**config.mk**
```make
export PLATFORM = sky130hd
export DESIGN_NAME = regfile_sb
export DESIGN_NICKNAME = d
export VERILOG_FILES = /design/src/rtl/regfile_sb.sv
export SDC_FILE = /design/constraint.sdc
export NUM_CORES = 1
export LEC_CHECK = 0
export ABC_AREA = 0
export CORE_MARGIN = 2
export CORE_UTILIZATION = 45
export CTS_CLUSTER_SIZE = 12
export DETAILED_ROUTE_END_ITERATION = 6
export PLACE_DENSITY_LB_ADDON = 0.1
export SYNTH_ARGS = -nofsm -noshare
export SYNTH_HDL_FRONTEND = slang
export SYNTH_SLANG_ARGS = --single-unit
export TNS_END_PERCENT = 20
```
**constraint.sdc**
```tcl
create_clock -name clk -period 2.1 [get_ports clk]
set_input_delay 0.42 -clock clk [delete_from_list [all_inputs] [get_ports clk]]
set_output_delay 0.42 -clock clk [all_outputs]
set_load 0.01 [all_outputs]
```
**src/rtl/regfile_sb.sv**
```systemverilog
// Multi-port register file with write bypass and a busy-bit scoreboard for hazard detection.
// Optional build macro REGFILE_ZERO_REG_EN hardwires register 0 to zero.
module regfile_sb #(
  parameter int unsigned DATA_W = 16,
  parameter int unsigned NREGS  = 8,
  parameter int unsigned ADDR_W = 3,
  parameter int unsigned NRD    = 2
) (
  input  logic                  clk,
  input  logic                  rst,
  input  logic [NRD*ADDR_W-1:0] rd_addr,
  output logic [NRD*DATA_W-1:0] rd_data,
  output logic [NRD-1:0]        rd_busy,
  input  logic                  wa_en,
  input  logic [ADDR_W-1:0]     wa_addr,
  input  logic [DATA_W-1:0]     wa_data,
  input  logic                  wa_clr,
  input  logic                  wb_en,
  input  logic [ADDR_W-1:0]     wb_addr,
  input  logic [DATA_W-1:0]     wb_data,
  input  logic                  wb_clr,
  input  logic                  iss_en,
  input  logic [ADDR_W-1:0]     iss_addr,
  output logic                  collide
);

  logic [DATA_W-1:0] regs_q [NREGS];
  logic [DATA_W-1:0] regs_d [NREGS];
  logic [NREGS-1:0]  busy_q, busy_d;
  logic              collide_q, collide_d;

  logic wa_ok, wb_ok, iss_ok;
  logic wa_act, wb_act, iss_act;

`ifdef REGFILE_ZERO_REG_EN
  // Address 0 is a constant: its writes and issues never take effect anywhere.
  assign wa_ok  = (wa_addr != '0);
  assign wb_ok  = (wb_addr != '0);
  assign iss_ok = (iss_addr != '0);
`else
  assign wa_ok  = 1'b1;
  assign wb_ok  = 1'b1;
  assign iss_ok = 1'b1;
`endif

  assign wa_act  = rst & wa_en & wa_ok;
  assign wb_act  = rst & wb_en & wb_ok;
  assign iss_act = rst & iss_en & iss_ok;

  always_comb begin
    regs_d    = regs_q;
    busy_d    = busy_q;
    collide_d = wa_act & wb_act & (wa_addr == wb_addr);
    if (wa_act) regs_d[wa_addr] = wa_data;
    if (wb_act) regs_d[wb_addr] = wb_data;
    if (wa_act && wa_clr) busy_d[wa_addr] = 1'b0;
    if (wb_act && wb_clr) busy_d[wb_addr] = 1'b0;
    // Issue applied last so a new producer supersedes a same-cycle retire.
    if (iss_act) busy_d[iss_addr] = 1'b1;
  end

  always_ff @(posedge clk) begin
    if (!rst) begin
      for (int i = 0; i < NREGS; i++) regs_q[i] <= '0;
      busy_q    <= '0;
      collide_q <= 1'b0;
    end else begin
      regs_q    <= regs_d;
      busy_q    <= busy_d;
      collide_q <= collide_d;
    end
  end

  assign collide = collide_q;

  for (genvar k = 0; k < NRD; k++) begin : g_rd
    logic [ADDR_W-1:0] addr;
    logic              a_hit, b_hit;

    assign addr  = rd_addr[k*ADDR_W +: ADDR_W];
    assign a_hit = wa_act & (wa_addr == addr);
    assign b_hit = wb_act & (wb_addr == addr);

    always_comb begin
      rd_data[k*DATA_W +: DATA_W] = regs_q[addr];
      if (a_hit) rd_data[k*DATA_W +: DATA_W] = wa_data;
      if (b_hit) rd_data[k*DATA_W +: DATA_W] = wb_data;
      rd_busy[k] = busy_q[addr] & ~((a_hit & wa_clr) | (b_hit & wb_clr));
    end
  end

endmodule

```
run_1/logic_types.png
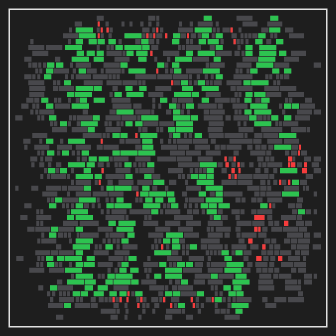
family	colour	cells
NAND gates	red	57
multiplexers	green	262
Commonest Layout Cell: mux2i_1
Comb area share: 49.2%

run_1/power_grid.png
Pins as bars on the die edge.
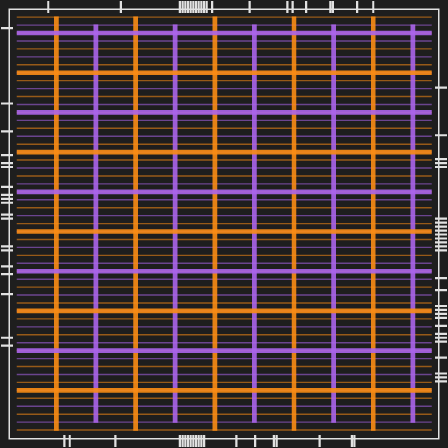
net	colour
VSS	orange
VDD	purple
met4 straps	10
met5 straps	10
rows	52
Worst IR Drop VDD: 0.000577 V
core area: 20100 um^2

==> results.json, run 1 <==
{
  "fin_area_um2": 12000,
  "portBuffers": 88,
  "seqAreaFraction_pct": 23.1,
  "via_per_inst": 6.13,
  "drt_pass1_iterations": 7,
  "final_hold_viol_count": 0,
  "status": "complete, but fails checks",
  "clk_share_pct": 4.71,
  "overflow": 0,
  "busiest_layer": "met2",
  "layout_top_cells": "mux2i_1, o21ai_0, a21oi_1",
  "syn_area_um2": 9150,
  "chipArea_um2": 21500,
  "edf_count": 0,
  "drc": 2,
  "die_height_um": 147,
  "wire_per_inst_um": 24.5,
  "power.group.top": "the clock network",
  "setup_ws_ns": -0.368,
  "pg_clk_uw": 2900,
  "violations": "design-rule violations, negative setup slack",
  "setup_viol": 33
}
run_1/flops_by_reg.png
Other sequential cells in the stronger grey, the rest of the logic in the fainter grey.
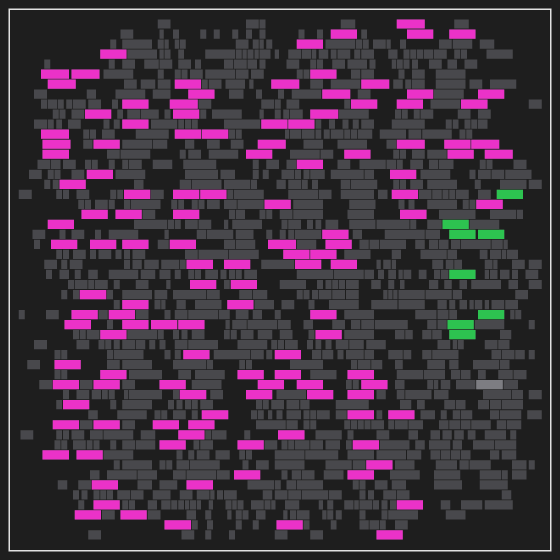
netlist name	colour	placed flops	where
busy_q	green	8	east
regs_q	magenta	128	widely spread
not coloured	1
Seq group: 2750 uW
FF/Latch Area: 2760 um^2
utilization after layout: 59.6%

run_1/layer_met1.png
Supply wires on this layer in grey.
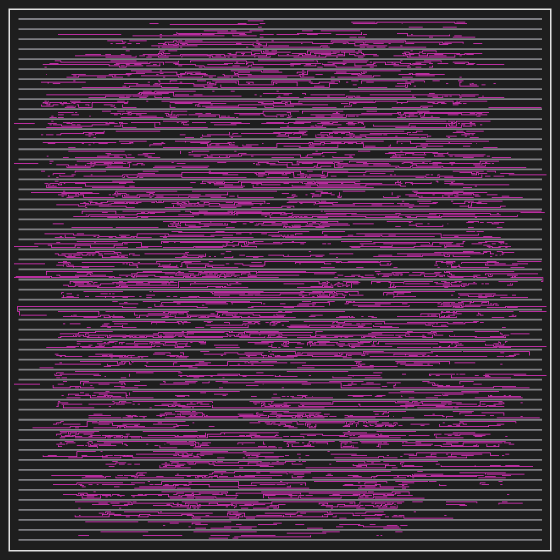
share of all routed wire	42%
main direction	horizontal
longest straight run	58.9 um
nets with wire on the layer	1043
wire length on this layer	13800 um
met1 usage: 40.6%
total number of vias: 8206
total wire length: 32.8 mm

run_1/clocks.png
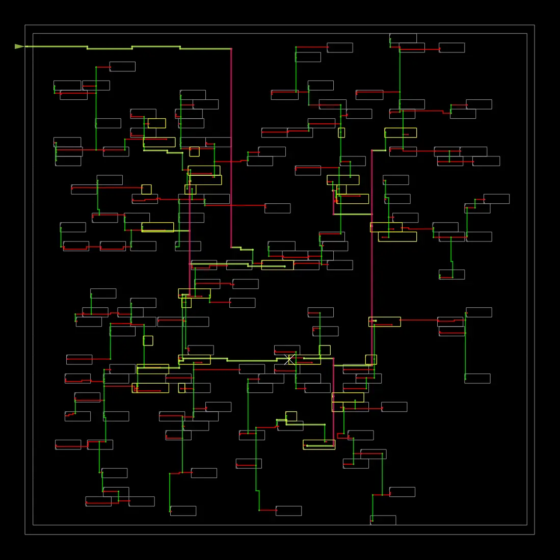

==> inputs of run 2 (changes only) <==
--- a/config.mk
+++ b/config.mk
@@ -6,5 +6,5 @@
 export NUM_CORES = 1
 export LEC_CHECK = 0
-export ABC_AREA = 0
+export ABC_AREA = 1
 export CORE_MARGIN = 2
 export CORE_UTILIZATION = 45
==> constraint.sdc (replaced) <==
create_clock -name clk -period 2.1 [get_ports clk]
set_input_delay 0.42 -clock clk [delete_from_list [all_inputs] [get_ports clk]]
set_output_delay 0.42 -clock clk [all_outputs]
set_load 0.05 [all_outputs]
run_2/clocks.png
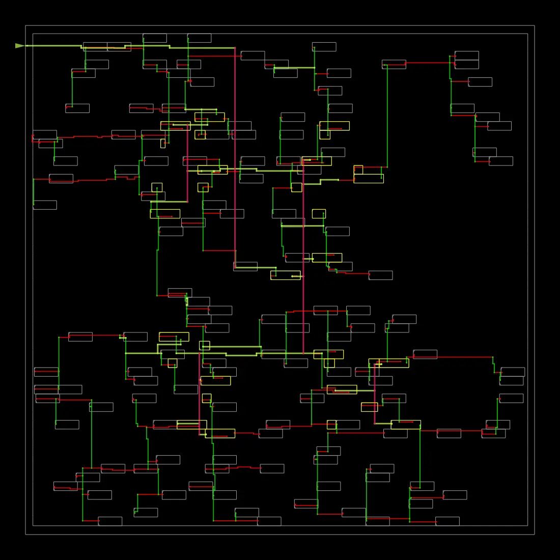
flip-flops: 137
clk_skew: 0 ns

==> run 2 against run 1 <==
  * The flow finishes with violations (negative setup slack)
  * Sequential power about the same
  * Highest routed layer unchanged
  * Die area up 16%
  * Sequential share of layout area down 4.7 points
==> results.json, run 2 <==
{
  "coreArea_um2": 23300,
  "status": "complete, but fails checks",
  "power.group.top": "the clock network",
  "max_stage_delay_ns": 0.20,
  "seq_cell_power_uw": 2730,
  "drt_pass1_iterations": 6,
  "p_total_uw": 8210,
  "fin_util_pct": 64.1,
  "fin_area_um2": 15000,
  "pg_clk_uw": 2910,
  "syn_area_um2": 10600,
  "portBuffers": 88,
  "edf_count": 0,
  "synth-xor-area-share_pct": 0.330,
  "leakage_uw": 0.00779,
  "final_common_cell": "nand2_1",
  "synthArstFlopShare_pct": 0,
  "clk_share_pct": 3.71,
  "overflow": 0,
  "drc": 0,
  "via_per_inst": 5.61,
  "grt_start_max_net_pins": 83,
  "wire_per_inst_um": 19.1,
  "buffers": 279,
  "final_hold_viol_count": 0,
  "peakVddDrop_v": 0.000385,
  "p_int_uw": 5300,
  "yosysSeqAreaShare_pct": 25.8,
  "cts_root_buffer": "clkbuf_16",
  "setup_ws_ns": -0.0985,
  "clkTransAtPathRegs_ns": 0.07,
  "violations": "negative setup slack",
  "finalWeightedCongestion": 0.947,
  "use_met1_pct": 48.6,
  "seqAreaFraction_pct": 18.3,
  "chipArea_um2": 24800,
  "die_height_um": 158,
  "pin_count": 89,
  "comb_share_pct": 44.2,
  "wl_mm": 45.9,
  "seq_area_um2": 2740,
  "busiest_layer": "met2",
  "synth_nets": 1955,
  "setup_viol": 31,
  "layout_top_cells": "nand2_1, inv_1, nand3_1",
  "vias": 13500,
  "final_cell_count_no_fill": 2409
}
Power and IR drop assume default switching activity.
